**src/rtl/l1_mem_arbiter.sv**
```systemverilog
// l1_mem_arbiter: round-robin arbiter joining the I-cache and D-cache
// miss ports onto a single registered memory port.
module l1_mem_arbiter #(
    parameter int ADDR_W = 16,
    parameter int DATA_W = 128,
    parameter int SEL_W  = DATA_W / 8
) (
    input  logic              clk,
    input  logic              rst,

    input  logic              i_cyc,
    input  logic              i_stb,
    input  logic              i_we,
    input  logic [ADDR_W-1:0] i_adr,
    input  logic [DATA_W-1:0] i_dat_w,
    input  logic [SEL_W-1:0]  i_sel,
    output logic              i_resp,
    output logic              i_retry,
    output logic [DATA_W-1:0] i_dat_r,

    input  logic              d_cyc,
    input  logic              d_stb,
    input  logic              d_we,
    input  logic [ADDR_W-1:0] d_adr,
    input  logic [DATA_W-1:0] d_dat_w,
    input  logic [SEL_W-1:0]  d_sel,
    output logic              d_resp,
    output logic              d_retry,
    output logic [DATA_W-1:0] d_dat_r,

    output logic              m_cyc,
    output logic              m_stb,
    output logic              m_we,
    output logic [ADDR_W-1:0] m_adr,
    output logic [DATA_W-1:0] m_dat_w,
    output logic [SEL_W-1:0]  m_sel,
    input  logic              m_resp,
    input  logic              m_retry,
    input  logic [DATA_W-1:0] m_dat_r
);

    typedef enum logic [1:0] {
        S_IDLE,
        S_BUSY_I,
        S_BUSY_D,
        S_REPLY
    } state_t;

    state_t              r_state;
    logic                r_last_d;
    logic                r_abort;

    logic                r_m_cyc;
    logic                r_m_stb;
    logic                r_m_we;
    logic [ADDR_W-1:0]   r_m_adr;
    logic [DATA_W-1:0]   r_m_dat_w;
    logic [SEL_W-1:0]    r_m_sel;

    logic                r_i_resp;
    logic                r_i_retry;
    logic [DATA_W-1:0]   r_i_dat;
    logic                r_d_resp;
    logic                r_d_retry;
    logic [DATA_W-1:0]   r_d_dat;

    logic                w_i_req;
    logic                w_d_req;
    logic                w_any_req;
    logic                w_pick_d;
    logic                w_own_d;
    logic                w_own_cyc;
    logic                w_done;
    logic                w_quiet;

    assign w_i_req   = i_cyc & i_stb;
    assign w_d_req   = d_cyc & d_stb;
    assign w_any_req = w_i_req | w_d_req;

    // On a tie the side that did not win last time gets the port.
    assign w_pick_d  = w_d_req & (~w_i_req | ~r_last_d);

    assign w_own_d   = (r_state == S_BUSY_D);
    assign w_own_cyc = w_own_d ? d_cyc : i_cyc;
    assign w_done    = m_resp | m_retry;

    // An owner that let go of cyc gets no reply pulse.
    assign w_quiet   = r_abort | ~w_own_cyc;

    assign m_cyc   = r_m_cyc;
    assign m_stb   = r_m_stb;
    assign m_we    = r_m_we;
    assign m_adr   = r_m_adr;
    assign m_dat_w = r_m_dat_w;
    assign m_sel   = r_m_sel;

    assign i_resp  = r_i_resp;
    assign i_retry = r_i_retry;
    assign i_dat_r = r_i_dat;
    assign d_resp  = r_d_resp;
    assign d_retry = r_d_retry;
    assign d_dat_r = r_d_dat;

    // Arbitration FSM with all downstream and reply outputs registered.
    always_ff @(posedge clk) begin
        if (rst) begin
            r_state   <= S_IDLE;
            r_last_d  <= 1'b0;
            r_abort   <= 1'b0;
            r_m_cyc   <= 1'b0;
            r_m_stb   <= 1'b0;
            r_m_we    <= 1'b0;
            r_m_adr   <= '0;
            r_m_dat_w <= '0;
            r_m_sel   <= '0;
            r_i_resp  <= 1'b0;
            r_i_retry <= 1'b0;
            r_i_dat   <= '0;
            r_d_resp  <= 1'b0;
            r_d_retry <= 1'b0;
            r_d_dat   <= '0;
        end else begin
            r_i_resp  <= 1'b0;
            r_i_retry <= 1'b0;
            r_d_resp  <= 1'b0;
            r_d_retry <= 1'b0;

            unique case (r_state)
                S_IDLE: begin
                    if (w_any_req) begin
                        r_last_d <= w_pick_d;
                        r_abort  <= 1'b0;
                        r_m_cyc  <= 1'b1;
                        r_m_stb  <= 1'b1;
                        if (w_pick_d) begin
                            r_m_we    <= d_we;
                            r_m_adr   <= d_adr;
                            r_m_dat_w <= d_dat_w;
                            r_m_sel   <= d_sel;
                            r_state   <= S_BUSY_D;
                        end else begin
                            r_m_we    <= i_we;
                            r_m_adr   <= i_adr;
                            r_m_dat_w <= i_dat_w;
                            r_m_sel   <= i_sel;
                            r_state   <= S_BUSY_I;
                        end
                    end
                end

                S_BUSY_I, S_BUSY_D: begin
                    if (w_done) begin
                        r_m_cyc <= 1'b0;
                        r_m_stb <= 1'b0;
                        if (m_resp) begin
                            if (w_own_d) begin
                                r_d_dat <= m_dat_r;
                            end else begin
                                r_i_dat <= m_dat_r;
                            end
                        end
                        if (w_quiet) begin
                            r_state <= S_IDLE;
                        end else begin
                            r_state <= S_REPLY;
                            if (w_own_d) begin
                                r_d_resp  <= m_resp;
                                r_d_retry <= ~m_resp;
                            end else begin
                                r_i_resp  <= m_resp;
                                r_i_retry <= ~m_resp;
                            end
                        end
                    end else if (!w_own_cyc) begin
                        r_abort <= 1'b1;
                    end
                end

                S_REPLY: begin
                    r_state <= S_IDLE;
                end

                default: begin
                    r_state <= S_IDLE;
                end
            endcase
        end
    end

endmodule

```
**config.mk**
```make
export PLATFORM = sky130hd
export DESIGN_NAME = l1_mem_arbiter
export DESIGN_NICKNAME = d
export VERILOG_FILES = /design/src/rtl/l1_mem_arbiter.sv
export SDC_FILE = /design/constraint.sdc
export NUM_CORES = 1
export LEC_CHECK = 0
export CORE_AREA = 2 2 341 343
export DETAILED_ROUTE_END_ITERATION = 8
export DIE_AREA = 0 0 343 345
export SYNTH_ARGS = -nofsm -noshare
export SYNTH_HDL_FRONTEND = slang
export SYNTH_SLANG_ARGS = --single-unit
```
**constraint.sdc**
```tcl
create_clock -name clk -period 1.66 [get_ports clk]
set_input_delay 0.166 -clock clk [delete_from_list [all_inputs] [get_ports clk]]
set_output_delay 0.166 -clock clk [all_outputs]
set_load 0.1 [all_outputs]
```
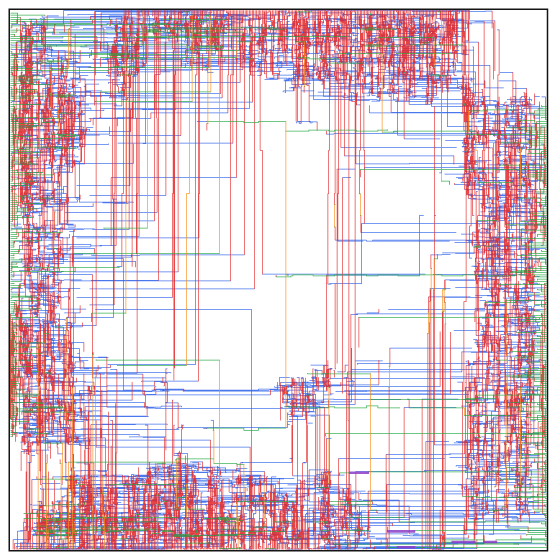
(run_1/metal_stack.png)
[purple] met5 | wire length: 58.9 microns
[green] met3 | wire length: 9010 microns
[blue] met1 | wire length: 42.9 mm
[orange] met4 | wire length: 3440 microns
[red] met2 | wire length: 51.5 mm

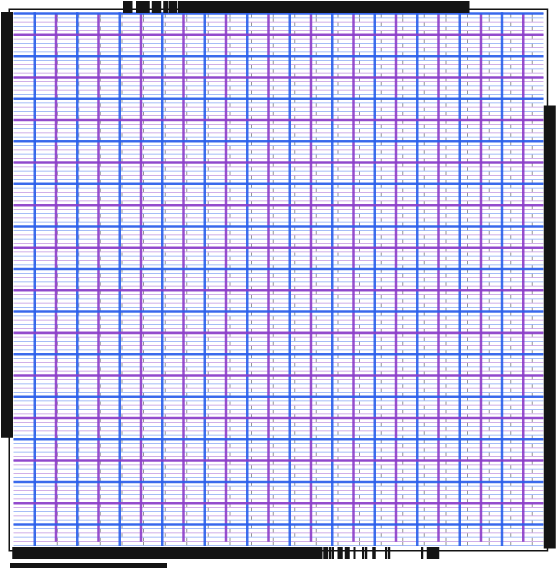
(run_1/pdn.png)
Bar = 100 microns. Pins as bars on the die edge. Tap cells in gray.
[purple] VDD
[blue] VSS
rows: 125
met4 straps: 24
met1 rails: 126
met5 straps: 25
signal pins: 881

==> out/metrics.csv, run 1 <==
stage,metric,value,unit
power_and_ir_drop,Switching Share,49.3,%
setup_path,"Slowest-stage cell, CP",dfxtp_2,
outcome,status,"finished, violations left",
synthesis,Max-area cell share,50.4,%
drt,1st-pass router iterations,7,
floorplan,fp util,14.7,%
synthesis,number of synthesized flops with an enable pin,0,
synthesis,Post-Syn Area per Cell,8.00,sq um
global_route,first-pass GRT wire length,140000,microns
final_timing,Setup Viol. Count Final,214,
synthesis,mapped cell area,0.0169,sq mm
synthesis,"FFs w/ async S/R, synth",0,%
setup_path,family with the most delay on the worst path,buffers and inverters,
synthesis,Largest logic family,AND-OR/OR-AND gates,
min_path,HP Start,d_dat_w[107],
finish,Largest cell class,buffers,
setup_path,worst path bufs/invs,4,
setup_path,"Largest stage delay, worst path",0.33,ns
cts,Post-CTS Setup Inserts,15,
cts,Clock Path Buffers,3,
drt,met1 wire length,42900,microns
outcome,failing checks,negative setup slack,
final_timing,Final WS setup,-0.0790,ns
floorplan,Die Y,345,microns
finish,Multi-input gate area,0.00829,sq mm
drt,post-route ant nets,0,
power_and_ir_drop,Net Sw Power,0.0306,W
final_timing,slew margin rel.,68.3,%
power_and_ir_drop,Cell Int Power,0.0315,W
setup_path,CP max FO,8,
power_and_ir_drop,Main power group,combinational logic,
final_timing,fin. max-slew vios,0,
global_route,gr ovfl total,0,
finish,clk cell area share,5.15,%
finish,proportion of layout cells with a drive suffix above 1,29.8,%
cts,number of H-tree levels,2,
finish,Multi-In Gates,1455,
min_path,HP Class,in -> reg,
placed_design,pre-CTS WS,-0.462,ns
power_and_ir_drop,combinational power share,57.8,%
drt,DR WL met3,9010,microns
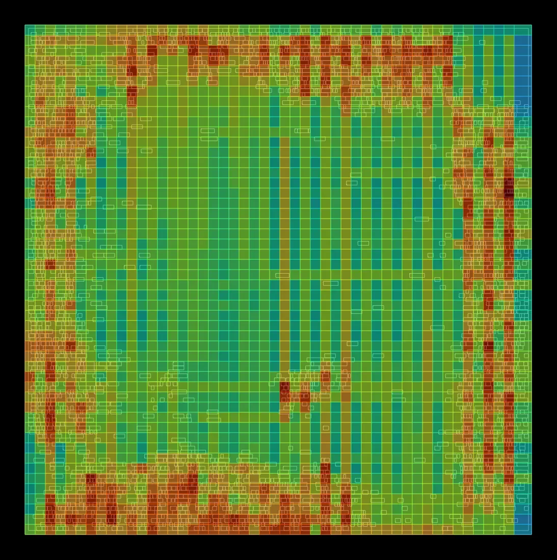
(run_1/final_congestion.png)
grt met3 use: 4.87%
GRT Total Usage: 16.3%
met1 Use GR: 19.8%
gr busiest metal: met2
drt wl/cell: 23.3 microns

==> inputs of run 2 (changes only) <==
--- a/config.mk
+++ b/config.mk
@@ -5,9 +5,9 @@
 export SDC_FILE = /design/constraint.sdc
 export NUM_CORES = 1
 export LEC_CHECK = 0
-export CORE_AREA = 2 2 341 343
+export CORE_AREA = 2 2 342 344
 export DETAILED_ROUTE_END_ITERATION = 8
-export DIE_AREA = 0 0 343 345
+export DIE_AREA = 0 0 344 346
 export SYNTH_ARGS = -nofsm -noshare
 export SYNTH_HDL_FRONTEND = slang
 export SYNTH_SLANG_ARGS = --single-unit
==> out/metrics.csv, run 2 <==
stage,metric,value,unit
min_path,HP Start,i_dat_w[26],
cts,Post-CTS Setup Inserts,32,
setup_path,family with the most delay on the worst path,buffers and inverters,
synthesis,number of synthesized flops with an enable pin,0,
placed_design,pre-CTS WS,-0.476,ns
final_timing,Final WS setup,-0.0822,ns
drt,met1 wire length,45200,microns
power_and_ir_drop,Main power group,combinational logic,
finish,proportion of layout cells with a drive suffix above 1,34.8,%
global_route,met1 Use GR,20.6,%
finish,Multi-In Gates,1455,
min_path,HP Class,in -> reg,
global_route,gr busiest metal,met2,
global_route,gr ovfl total,0,
synthesis,Max-area cell share,50.4,%
drt,DR WL met3,8630,microns
outcome,failing checks,negative setup slack,
outcome,status,"finished, violations left",
finish,Multi-input gate area,0.00886,sq mm
final_timing,Setup Viol. Count Final,171,
synthesis,mapped cell area,0.0169,sq mm
synthesis,Largest logic family,AND-OR/OR-AND gates,
setup_path,worst path bufs/invs,6,
power_and_ir_drop,combinational power share,58.9,%
cts,number of H-tree levels,2,
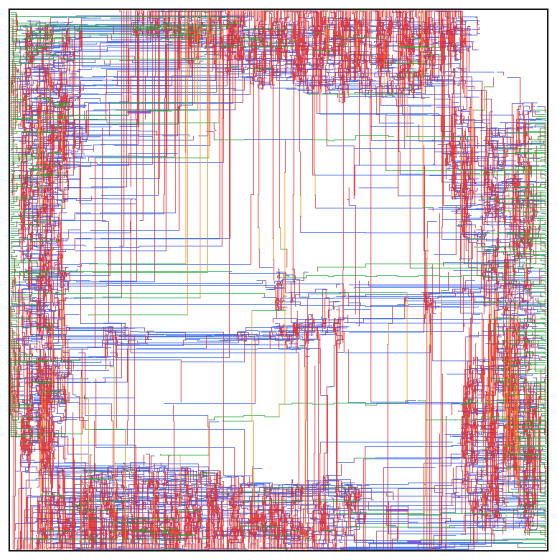
(run_2/metal_stack.png)
[purple] met5 | wire length: 34.0 microns
[blue] met1 | wire length: 45.2 mm
[red] met2 | wire length: 53.5 mm
[orange] met4 | wire length: 4120 microns
[green] met3 | wire length: 8630 microns

Power is estimated from default activity; no workload was simulated.
